<file path="config.mk">
export PLATFORM = sky130hd
export DESIGN_NAME = stackmem_arbiter
export DESIGN_NICKNAME = d
export VERILOG_FILES = /design/src/rtl/stackmem_arbiter.sv
export SDC_FILE = /design/constraint.sdc
export NUM_CORES = 1
export LEC_CHECK = 0
export CAP_MARGIN = 20
export CORE_AREA = 2 2 114 116
export DETAILED_ROUTE_END_ITERATION = 10
export DIE_AREA = 0 0 116 118
export DONT_BUFFER_PORTS = 1
export HOLD_SLACK_MARGIN = 0.05
export MAX_ROUTING_LAYER = met4
export SLEW_MARGIN = 30
export SYNTH_ARGS = -nofsm -noshare
export SYNTH_HDL_FRONTEND = slang
export SYNTH_SLANG_ARGS = --single-unit
</file>
<file path="constraint.sdc">
create_clock -name clk -period 1.55 [get_ports clk]
set_input_delay 0.155 -clock clk [delete_from_list [all_inputs] [get_ports clk]]
set_output_delay 0.155 -clock clk [all_outputs]
set_load 0.01 [all_outputs]
</file>
<file path="src/rtl/stackmem_arbiter.sv">
// Arbitrates the single-ported stack/data RAM between regfetch, execute and debug.
// Grants are issued in the same cycle. Read data returns one cycle later, tagged with its owner.
module stackmem_arbiter #(
  parameter int data_mem_size_in_bits = 30,
  parameter int dbg_starve_limit      = 15
) (
  input  logic                             clk,
  input  logic                             rst,
  input  logic                             rf_req,
  input  logic [data_mem_size_in_bits-1:0] rf_adr,
  output logic                             rf_gnt,
  output logic                             stall_rf,
  input  logic                             ex_req,
  input  logic                             ex_we,
  input  logic                             ex_lock,
  input  logic [data_mem_size_in_bits-1:0] ex_adr,
  input  logic [31:0]                      ex_wdata,
  output logic                             ex_gnt,
  input  logic                             dbg_req,
  input  logic                             dbg_we,
  input  logic [data_mem_size_in_bits-1:0] dbg_adr,
  input  logic [31:0]                      dbg_wdata,
  output logic                             dbg_gnt,
  output logic                             mem_en,
  output logic                             mem_we,
  output logic [data_mem_size_in_bits-1:0] mem_adr,
  output logic [31:0]                      mem_wdata,
  input  logic [31:0]                      mem_rdata,
  output logic [31:0]                      rd_data,
  output logic                             rd_valid,
  output logic [1:0]                       rd_owner
);

  typedef enum logic {ARB, LOCKED} state_t;

  localparam logic [3:0] LIMIT = 4'(dbg_starve_limit);

  state_t     state_q, state_d;
  logic [3:0] cnt_q, cnt_d;
  logic       rd_valid_q, rd_valid_d;
  logic [1:0] rd_owner_q, rd_owner_d;

  always_comb begin
    rf_gnt  = 1'b0;
    ex_gnt  = 1'b0;
    dbg_gnt = 1'b0;
    if (!rst) begin
      if (state_q == LOCKED) begin
        // The locked cycle belongs to execute alone, even if it does not use it.
        ex_gnt = ex_req;
      end else if (dbg_req && cnt_q == LIMIT) begin
        dbg_gnt = 1'b1;
      end else if (ex_req) begin
        ex_gnt = 1'b1;
      end else if (rf_req) begin
        rf_gnt = 1'b1;
      end else if (dbg_req) begin
        dbg_gnt = 1'b1;
      end
    end
  end

  always_comb begin
    mem_en    = rf_gnt | ex_gnt | dbg_gnt;
    mem_we    = 1'b0;
    mem_adr   = '0;
    mem_wdata = '0;
    if (ex_gnt) begin
      mem_we    = ex_we;
      mem_adr   = ex_adr;
      mem_wdata = ex_wdata;
    end else if (dbg_gnt) begin
      mem_we    = dbg_we;
      mem_adr   = dbg_adr;
      mem_wdata = dbg_wdata;
    end else if (rf_gnt) begin
      mem_adr   = rf_adr;
    end
  end

  assign stall_rf = rf_req & ~rf_gnt & ~rst;
  assign rd_data  = mem_rdata;
  assign rd_valid = rd_valid_q;
  assign rd_owner = rd_owner_q;

  always_comb begin
    state_d    = ARB;
    cnt_d      = 4'd0;
    rd_valid_d = mem_en & ~mem_we;
    rd_owner_d = 2'd0;
    if (state_q == ARB && ex_gnt && ex_lock && !ex_we) begin
      state_d = LOCKED;
    end
    if (dbg_req && !dbg_gnt) begin
      cnt_d = (cnt_q == 4'hF) ? cnt_q : cnt_q + 4'd1;
    end
    if (mem_en && !mem_we) begin
      rd_owner_d = ex_gnt ? 2'd2 : (dbg_gnt ? 2'd3 : 2'd1);
    end
  end

  always_ff @(posedge clk) begin
    if (rst) begin
      state_q    <= ARB;
      cnt_q      <= 4'd0;
      rd_valid_q <= 1'b0;
      rd_owner_q <= 2'd0;
    end else begin
      state_q    <= state_d;
      cnt_q      <= cnt_d;
      rd_valid_q <= rd_valid_d;
      rd_owner_q <= rd_owner_d;
    end
  end

endmodule

</file>
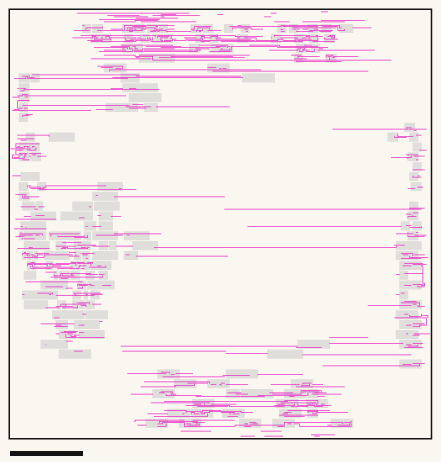
Figure 1: the metal 1 layer.
Bar = 20 um.
share of all routed wire: 41%
longest straight run: 66.7 um
main direction: horizontal
vias: 1596
met1 routing resource usage after global routing: 0.104
total routed wirelength: 7990 um

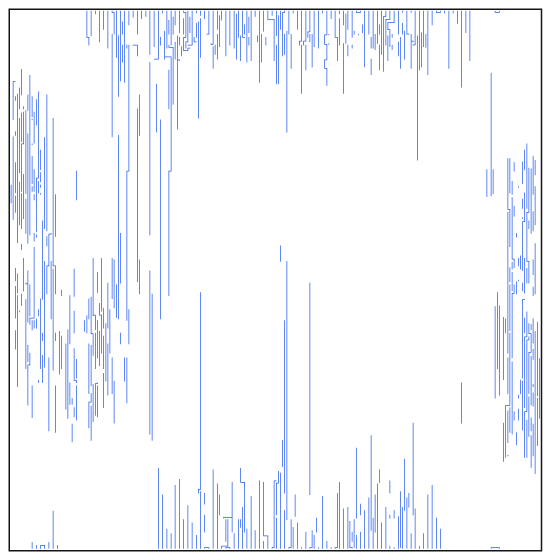
Figure 2: M2 wires.
nets with wire on the layer: 345
wire length on this layer: 4000 um

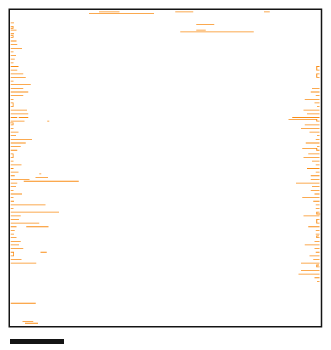
Figure 3: signal wires on met3.
Bar = 20 um.
nets with wire on the layer: 123
wire length on this layer: 539 um
longest straight run: 27.1 um
share of all routed wire: 6.8%
main direction: horizontal

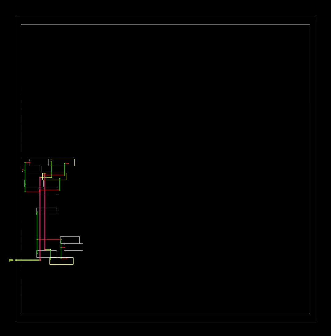
Figure 4: clock wiring as the flow saved it.
total clock network power: 433 uW
clock tree skew after final layout: 0.263 ps
number of buffers inserted during clock tree synthesis: 3
# clk buffers: 3

==> datasheet_impl.txt <==
Physical implementation characteristics

Parameter                              Value

Clock tree
  Maximum buffer depth of the clock tree    2
  Clock root buffer    sky130_fd_sc_hd__clkbuf_16
  Sinks on the clock net    8
  Clock tree from TritonCTS    done
  H-tree lvl count    1
  Worst-path clk slew    40 ps
  Insertion delay to the later sink of the worst-skew pair    230 ps

Drt
  Remaining routing DRC violations    0
  Count of antenna-violating nets left after detailed routing    0
  Average vias per placed instance    4.56
  Average wire per cell in the routed design    22.8 um
  DRC marker count from the first detailed-route iteration    63
  Iteration tally of the first detailed-router pass    4

Cells and area
  Final-layout non-clock buffer area share    0.245
  Inverter count    2
  Clock network area share    0.0310
  Total Nets Final    375
  Dominant logic cell types in the final layout    32 x sky130_fd_sc_hd__a22o_1, 31 x sky130_fd_sc_hd__a22o_4, 30 x sky130_fd_sc_hd__a21o_1, 10 x sky130_fd_sc_hd__buf_4
  Num sequential    8
  Cell class ranked first by area    combinational gates
  Dominant logic cell type in the layout    sky130_fd_sc_hd__a22o_1
  Multi-input combinational gate total    128
  Multi-input gate share of the layout cell area    0.564
  Sequential share of cell area    0.0671
  Diodes inserted    0
  Layout overhead on the synthesized area    59.7%
  Footprint of the flip-flops and latches    163 um^2
  Buffers outside the clock class    37
  Area of the multi-input gates    0.00137 mm^2
  # fillers    1372
  Fraction of final layout cells sized beyond drive strength 1    0.472

Worst setup path
  Terminus of the critical flop-to-flop path    rd_owner[1]$_SDFF_PP0_
  Reg-to-reg startpoint    cnt_q[0]$_SDFFE_PP0P_
  Data required time of the worst path    1390 ps
  Number of cells on the worst reg-to-reg path    8
  Reg2Reg Setup Slack    -10 ps
  Category of the worst setup path capture point    primary output
  Data arrival time of the critical path    1760 ps
  CP max FO    15
  Critical path startpoint category    flop
  Worst Setup Path Type    flop to primary output

Place
  HPWL Detailed    4690 um
  Final weighted congestion in routability-driven placement    0.811
  Port Buffers    0

STA
  Post-route worst hold slack    120 ps
  Share of the clock period used by the worst path after layout    1.23
  TNS Setup    -21360 ps
  Final critical-path required period    1910 ps
  Slew margin rel.    0.821
  Final tally of hold violations    0
  Final setup vio count    68
  Timing-limited maximum frequency    0.523 GHz
  Final setup margin    -363 ps
  Slew @ Worst Pin    269 ps
  Final Max Slew Viols    0
  RSZ-0062 raised after global routing    yes

Yosys
  Register share after synthesis    0.106
  Synthesized area divided by synthesized cell count    8.07 um^2
  Number of warning messages in the yosys log    0
  Netlist area before placement    0.00152 mm^2
  Flops after synth    8
  Synthesis area per yosys    0.00152 mm^2
  Count of mapped cells out of synthesis    188
  Number of library cell types mapped by synthesis    31
  Number of nets produced by synthesis    383
  Cells in synth_stat.txt    188

GRT
  Number of global-route vias before repair    1630
  Overall fraction of global-route tracks in use    0.0881
  Number of antenna violations at the first check in global routing    0
  Global-route wire length before repair    9140 um
  Remaining global-route overflow    0
  Largest net degree at the start of global routing    37

Floorplan
  Number of well-tap cells placed    172
  Die Y    118 um
  Placeable Area    0.0124 mm^2
  Number of cell rows    41
  Die outline area    0.0137 mm^2
  IO Pins    297
  Initial Utilization    0.122
  Die Width    116 um

Power
  Areal power density over the cells    480 mW/mm^2
  Total leakage power    1.17 nW
  Peak VDD IR    0.634 mV
  Overall power of the completed layout    1.16 mW

Flow run
  Max-cap violation count    0
  Total number of warnings across the stage logs    29

Hold path
  WHS Path Cells    3
  Type of the worst min-delay path    primary input to flop
  Hold worst-path end    state_q$_SDFF_PP0_
  Start point of the worst min-delay path    rst

Run status
  Violations in the final reports    negative setup slack
  Run status    finished, violations left
## stage by stage
stage	area, um^2	util	worst slack, ps	std cells
after CTS	1940	0.156	-326	336
after floorplan	1590	-	-88.7	188
final	2420	0.195	-363	350
after detailed placement	1570	0.127	-113	322
after global placement	1570	0.127	-79.9	322
after global routing	2420	0.195	-428	350
## worst max path at each step
stage | from | endpoint | depth (start not counted)
2_1_floorplan | cnt_q[1]$_SDFFE_PP0P_ | mem_adr[20] | 8
3_3_place_gp | cnt_q[1]$_SDFFE_PP0P_ | mem_en | 6
3_5_place_dp | cnt_q[1]$_SDFFE_PP0P_ | mem_en | 6
4_1_cts | cnt_q[0]$_SDFFE_PP0P_ | mem_adr[26] | 7
5_1_grt | cnt_q[0]$_SDFFE_PP0P_ | mem_adr[10] | 7
6_report | cnt_q[0]$_SDFFE_PP0P_ | mem_adr[4] | 7
## cells by family after synthesis
logic type      after synthesis  synth area share
mux                           1           0.00660
buf+inv                      52             0.235
compound gates              100             0.542
xor+xnor                      1           0.00577
flops                         8             0.106
simple gates                 25            0.0973
fa+ha+maj                     1           0.00824
## worst max-delay path: stages, from the launching register on
cell                      delay (ps)
sky130_fd_sc_hd__dfxtp_2         340
sky130_fd_sc_hd__ha_4            180
sky130_fd_sc_hd__nand4_4         130
sky130_fd_sc_hd__o21ai_4         190
sky130_fd_sc_hd__inv_4            90
sky130_fd_sc_hd__buf_12          160
sky130_fd_sc_hd__a22o_1          240
sky130_fd_sc_hd__a21o_1          190
## report_power, final
group	internal, mW	leakage, nW	total, mW	switching, mW
Clock	0.332	0.0370	0.433	0.100
Sequential	0.215	0.0662	0.223	0.00762
Combinational	0.272	1.07	0.507	0.235
## repair_timing
item / CTS / global route
pin swaps: 14 / 12
hold endpoints to repair: 2 / 0
resized: 19 / 34
endpoints found under the setup margin: 68 / 68
cloned: 4 / 9
buffers inserted: 5 / 6
hold buffers: 2 / 0
## cells in the mapped netlist, drive strengths merged
cell type	count	area, um^2
nand2b	2	12.5
mux2i	1	10.0
nand4	1	12.5
nand3b	1	7.51
nor3	1	5.00
a21o	30	225
a21oi	1	5.00
or3	1	6.26
inv	2	7.50
nor2b	1	6.26
dfxtp	8	160
nor2	6	22.5
a22o	63	552
ha	1	12.5
buf	45	330
xnor2	1	8.76
and2b	1	7.51
and4b	1	10.0
or2	2	12.5
nand2	3	11.3
o21ai	3	18.8
a31oi	2	12.5
nor3b	2	15.0
o2bb2ai	1	8.76
nand3	2	10.0
clkbuf	5	18.8
and3b	1	8.76
## sequential cells by signal (all words and copies together) (netlist names)
signal,flops
rd_valid,1
state_q,1
rd_owner,2
cnt_q,4
## per-layer routing
| layer | GRT usage | wire length [um] | vias to the layer above |
|---|---|---|---|
| met1 | 0.104 | 3280 | 764 |
| met3 | 0.0144 | 538 | 20 |
| li1 | - | - | 684 |
| met4 | 0.0357 | 172 | 0 |
| met2 | 0.148 | 4000 | 128 |
| met5 | - | 0 | - |
Power and IR drop assume default switching activity.
